**src/rtl/match_pkg.sv**
```systemverilog
// Shared types and constants for the match window counter.
package match_pkg;

  typedef enum logic [1:0] {
    IDLE   = 2'd0,
    ACCUM  = 2'd1,
    REPORT = 2'd2
  } state_t;

  localparam logic SEL_NEQ = 1'b0;
  localparam logic SEL_EQ  = 1'b1;

endpackage

```
**src/rtl/pair_match.sv**
```systemverilog
// Combinational pair evaluation: equality when sel is SEL_EQ, inequality otherwise.
module pair_match
  import match_pkg::*;
#(
  parameter int WIDTH = 4
) (
  input  logic [WIDTH-1:0] a,
  input  logic [WIDTH-1:0] b,
  input  logic             sel,
  output logic             match
);

  // Select between equal and unequal comparison of the operand pair.
  always_comb begin
    match = (sel == SEL_EQ) ? (a == b) : (a != b);
  end

endmodule

```
**src/rtl/match_window_counter.sv**
```systemverilog
// Counts matching operand pairs over a window of WINDOW accepted pairs and
// presents a held summary over a valid/ready handshake.
// Optional build macro MATCH_HISTORY_EN adds out_hist, the per-pair match
// bits of the reported window (bit 0 = first accepted pair).
//
//   state  | meaning
//   IDLE   | no pairs accepted in the current window
//   ACCUM  | 1..WINDOW-1 pairs accepted
//   REPORT | window complete, summary held until out_ready
module match_window_counter
  import match_pkg::*;
#(
  parameter  int WIDTH  = 4,
  parameter  int WINDOW = 8,
  localparam int CNT_W  = $clog2(WINDOW + 1)
) (
  input  logic             clk,
  input  logic             rst,
  input  logic             clr,
  input  logic             in_valid,
  output logic             in_ready,
  input  logic [WIDTH-1:0] a,
  input  logic [WIDTH-1:0] b,
  input  logic             sel,
  output logic             out_valid,
  input  logic             out_ready,
  output logic [CNT_W-1:0] out_count,
  output logic             out_all,
  output logic             out_none
`ifdef MATCH_HISTORY_EN
  ,
  output logic [WINDOW-1:0] out_hist
`endif
);

  state_t           state, state_nxt;
  logic [CNT_W-1:0] idx;
  logic [CNT_W-1:0] cnt;
  logic             match;
  logic             accept;
  logic             last;
  logic             handoff;

  pair_match #(.WIDTH(WIDTH)) u_pair_match (
    .a     (a),
    .b     (b),
    .sel   (sel),
    .match (match)
  );

  assign accept  = in_valid && in_ready;
  assign last    = (idx == CNT_W'(WINDOW - 1));
  assign handoff = (state == REPORT) && out_ready;

  // State register.
  always_ff @(posedge clk) begin
    if (rst) state <= IDLE;
    else     state <= state_nxt;
  end

  // Next-state and handshake outputs; clr overrides any handshake.
  always_comb begin
    state_nxt = state;
    in_ready  = 1'b0;
    out_valid = 1'b0;
    case (state)
      IDLE, ACCUM: begin
        in_ready = !clr;
        if (in_valid && !clr) state_nxt = last ? REPORT : ACCUM;
      end
      REPORT: begin
        out_valid = 1'b1;
        if (out_ready) state_nxt = IDLE;
      end
      default: state_nxt = IDLE;
    endcase
    if (clr) state_nxt = IDLE;
  end

  // Pair index and match count; held through REPORT, cleared on handoff.
  always_ff @(posedge clk) begin
    if (rst || clr) begin
      idx <= '0;
      cnt <= '0;
    end else if (accept) begin
      idx <= idx + 1'b1;
      cnt <= cnt + CNT_W'(match);
    end else if (handoff) begin
      idx <= '0;
      cnt <= '0;
    end
  end

  // Summary is only meaningful while reporting; zero otherwise.
  always_comb begin
    out_count = (state == REPORT) ? cnt : '0;
    out_all   = (state == REPORT) && (cnt == CNT_W'(WINDOW));
    out_none  = (state == REPORT) && (cnt == '0);
  end

`ifdef MATCH_HISTORY_EN
  logic [WINDOW-1:0] hist;

  // Per-pair match bits, placed at the pair's position within the window.
  always_ff @(posedge clk) begin
    if (rst || clr)   hist <= '0;
    else if (accept)  hist <= hist | (WINDOW'(match) << idx);
    else if (handoff) hist <= '0;
  end

  assign out_hist = (state == REPORT) ? hist : '0;
`endif

endmodule

```
**config.mk**
```make
export PLATFORM = sky130hd
export DESIGN_NAME = match_window_counter
export DESIGN_NICKNAME = d
export VERILOG_FILES = /design/src/rtl/match_pkg.sv /design/src/rtl/pair_match.sv /design/src/rtl/match_window_counter.sv
export SDC_FILE = /design/constraint.sdc
export NUM_CORES = 1
export LEC_CHECK = 0
export ABC_CLOCK_PERIOD_IN_PS = 3100
export CAP_MARGIN = 25
export CORE_MARGIN = 10
export CORE_UTILIZATION = 45
export DETAILED_ROUTE_END_ITERATION = 10
export PLACE_DENSITY_LB_ADDON = 0.08
export SLEW_MARGIN = 20
export SYNTH_ARGS = -nofsm -noshare
export SYNTH_HDL_FRONTEND = slang
export SYNTH_SLANG_ARGS = --single-unit
export TNS_END_PERCENT = 5
```
**constraint.sdc**
```tcl
create_clock -name clk -period 3.1 [get_ports clk]
set_input_delay 0.31 -clock clk [delete_from_list [all_inputs] [get_ports clk]]
set_output_delay 0.31 -clock clk [all_outputs]
set_load 0.05 [all_outputs]
```
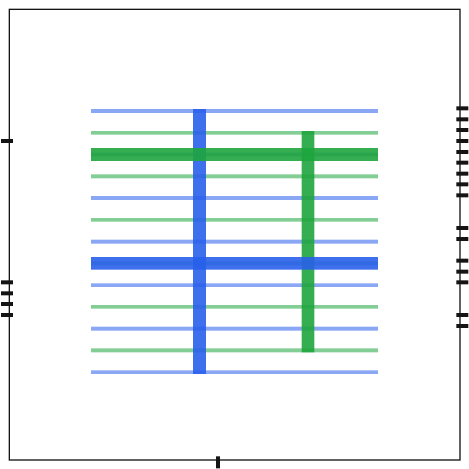
Figure 1: supply network.
(8 px per um) Pins as bars on the die edge.
Green marks VDD. Blue marks VSS.
22 signal pins sit on the boundary. The core has 12 rows. 13 met1 rails follow the rows. 2 straps on met5. 2 straps on met4.

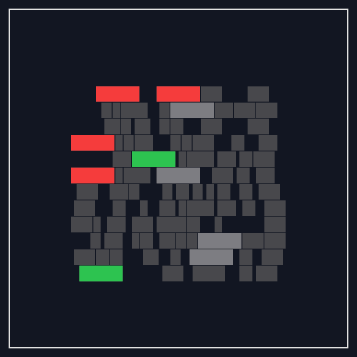
Figure 2: where the registers sit.
(6 px per um) Other sequential cells in the stronger gray, the rest of the logic in the fainter gray.
Green marks state, sequential cells 2. Red marks idx, sequential cells 4.

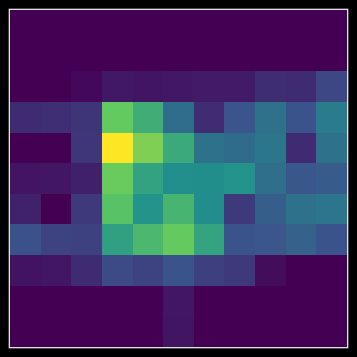
Figure 3: wiring heat map.
(6 px per um) 11 x 11 tiles, from dark purple (low) to yellow (high), scaled to the fullest tile. Values are wire area over tile area, all layers added.
The densest ninth of the die: center. 12% of the tiles are over half the peak. The emptiest ninth of the die: north-west. 41% of the tiles are nearly empty. The mean over all tiles is 0.078.

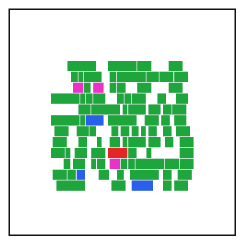
Figure 4: cells by drive strength.
(4 px per um)
Red marks x6 and larger, cells 1, share 1.1%. Green marks x1 and smaller, cells 85, share 92%. Magenta marks x3 and x4, cells 3, share 3.3%. Blue marks x2, cells 3, share 3.3%.

==> results.cfg <==
; yosys + openroad results
[final_timing]
maxSlewHeadroom_pct = 66.3
rsz0062_at_grt = no
slew_violations = 0
fin_tns_setup_ns = 0
fmax_mhz = 423
fin_crit_sh_pct = 76.3

[setup_path]
critPathCaptureType = output port
r2r_slack_ns = 1.51
cp.required_ns = 2.79
slowest_stage = clkdlybuf4s50_1
critical_path.max_stage_delay_ns = 0.81
critPathMaxFanout = 6
path_class = reg2out

[routing]
dr.pass1.iters = 4
viasPerCell = 5.74
drtIter0Drc = 17
vias = 608

[cts]
postCtsSetupRepairBufs = 0
clk_pin_slew_ns = 0.07
cts_buffer_depth = 2
h-tree-depth = 1
numClockSinks = 10
cts_resized = 0

[synthesis]
ys_types = 27
ys_seq_share_pct = 34.0
post-synth-top-count-cell = dfxtp_1
synth-xor-area-share_pct = 7.45
floorplan.nets = 86
top_area_cell = dfxtp_1
postSynthAreaPerCell_um2 = 8.52
ys.flops = 10
synth_area_um2 = 588
synth-main-ff-cell = dfxtp_1
mux_share_pct = 0
ys_sh_simple_pct = 32.6
top_cells_by_area = dfxtp_1 34%, ha_1 6.4%, xor2_1 6.0%
yosys.area.top_type_share_pct = 34.0

[placement]
port_buffers = 21
dpl.hpwl_um = 1210
dp_cells = 102
gp_congestion = 0.698

[grt]
grt_max_degree = 11
grt_pass1_vias = 545
grt_use_total_pct = 9.51
grt_overflow = 0

[final_layout]
drive_gt1_share_pct = 7.61
final_core_utilization_pct = 72.0

[job]
drv_cap = 0
tool_warnings = 26

[floorplan]
fp-row-count = 12
initial_core_util_pct = 50.2

[status]
status = completed

[power]
peakVddDrop_uv = 276
==> per-stage QoR <==
stage	hold WS (ns)	cell area [um2]
CTS	0.508	843
detailed placement	0.498	807
global placement	0.491	807
global route	0.552	843
floorplan	0.387	588
finish	0.507	843
==> worst max-delay path, delay by kind of cell, from the launching register on <==
family	cells	cell delay [ns]
buf+inv	1	0.81
simple gates	3	0.53
flops	1	0.44
==> power by group <==
| part | switching, uW | internal (uW) |
|---|---|---|
| clock network | 50.4 | 71.5 |
| logic | 17.5 | 23.1 |
| registers | 1.37 | 130 |
| total | 69.3 | 224 |
==> layer usage <==
layer  wire length, um  GRT usage (%)  up-vias
li1                  -              -      301
met1               731           12.2      274
met5                 0              0        -
met2               626           13.5       31
met4                15           3.07        0
met3               125           4.33        2
==> placed cells by master, fill, tap and decap left out, types with 2 or more instances in the layout <==
cell	instances
a21oi_1	6
nand3_1	6
xor2_1	4
o21ai_0	2
or3_1	2
nand2_1	6
clkdlybuf4s50_1	21
inv_1	2
clkbuf_4	3
dfxtp_1	10
a311oi_1	2
and2_1	5
nand2b_1	3
ha_1	3
nor4_1	3
nor2_1	2
==> area by class of cell <==
cell class | count | area, um2 | area share (%)
well taps | 14 | 17.5 | 2.08
multi-input cells | 55 | 372 | 44.1
clock buffers | 4 | 36.3 | 4.30
flip-flops and latches | 10 | 200 | 23.7
inverters | 2 | 7.51 | 0.890
repair buffers | 21 | 210 | 24.9
==> worst paths after layout <==
check / startpoint / depth (start not counted) / endpoint
setup reg to reg: state[1] / 3 / cnt[2]
hold / removal: cnt[0] / 2 / cnt[0]
setup / recovery: state[1] / 4 / out_none
hold reg to reg: cnt[0] / 2 / cnt[0]
==> sequential cells by signal, indices dropped and copies added, names as in the netlist <==
name	count
idx	4
cnt	4
state	2
Power is estimated from default activity; no workload was simulated.
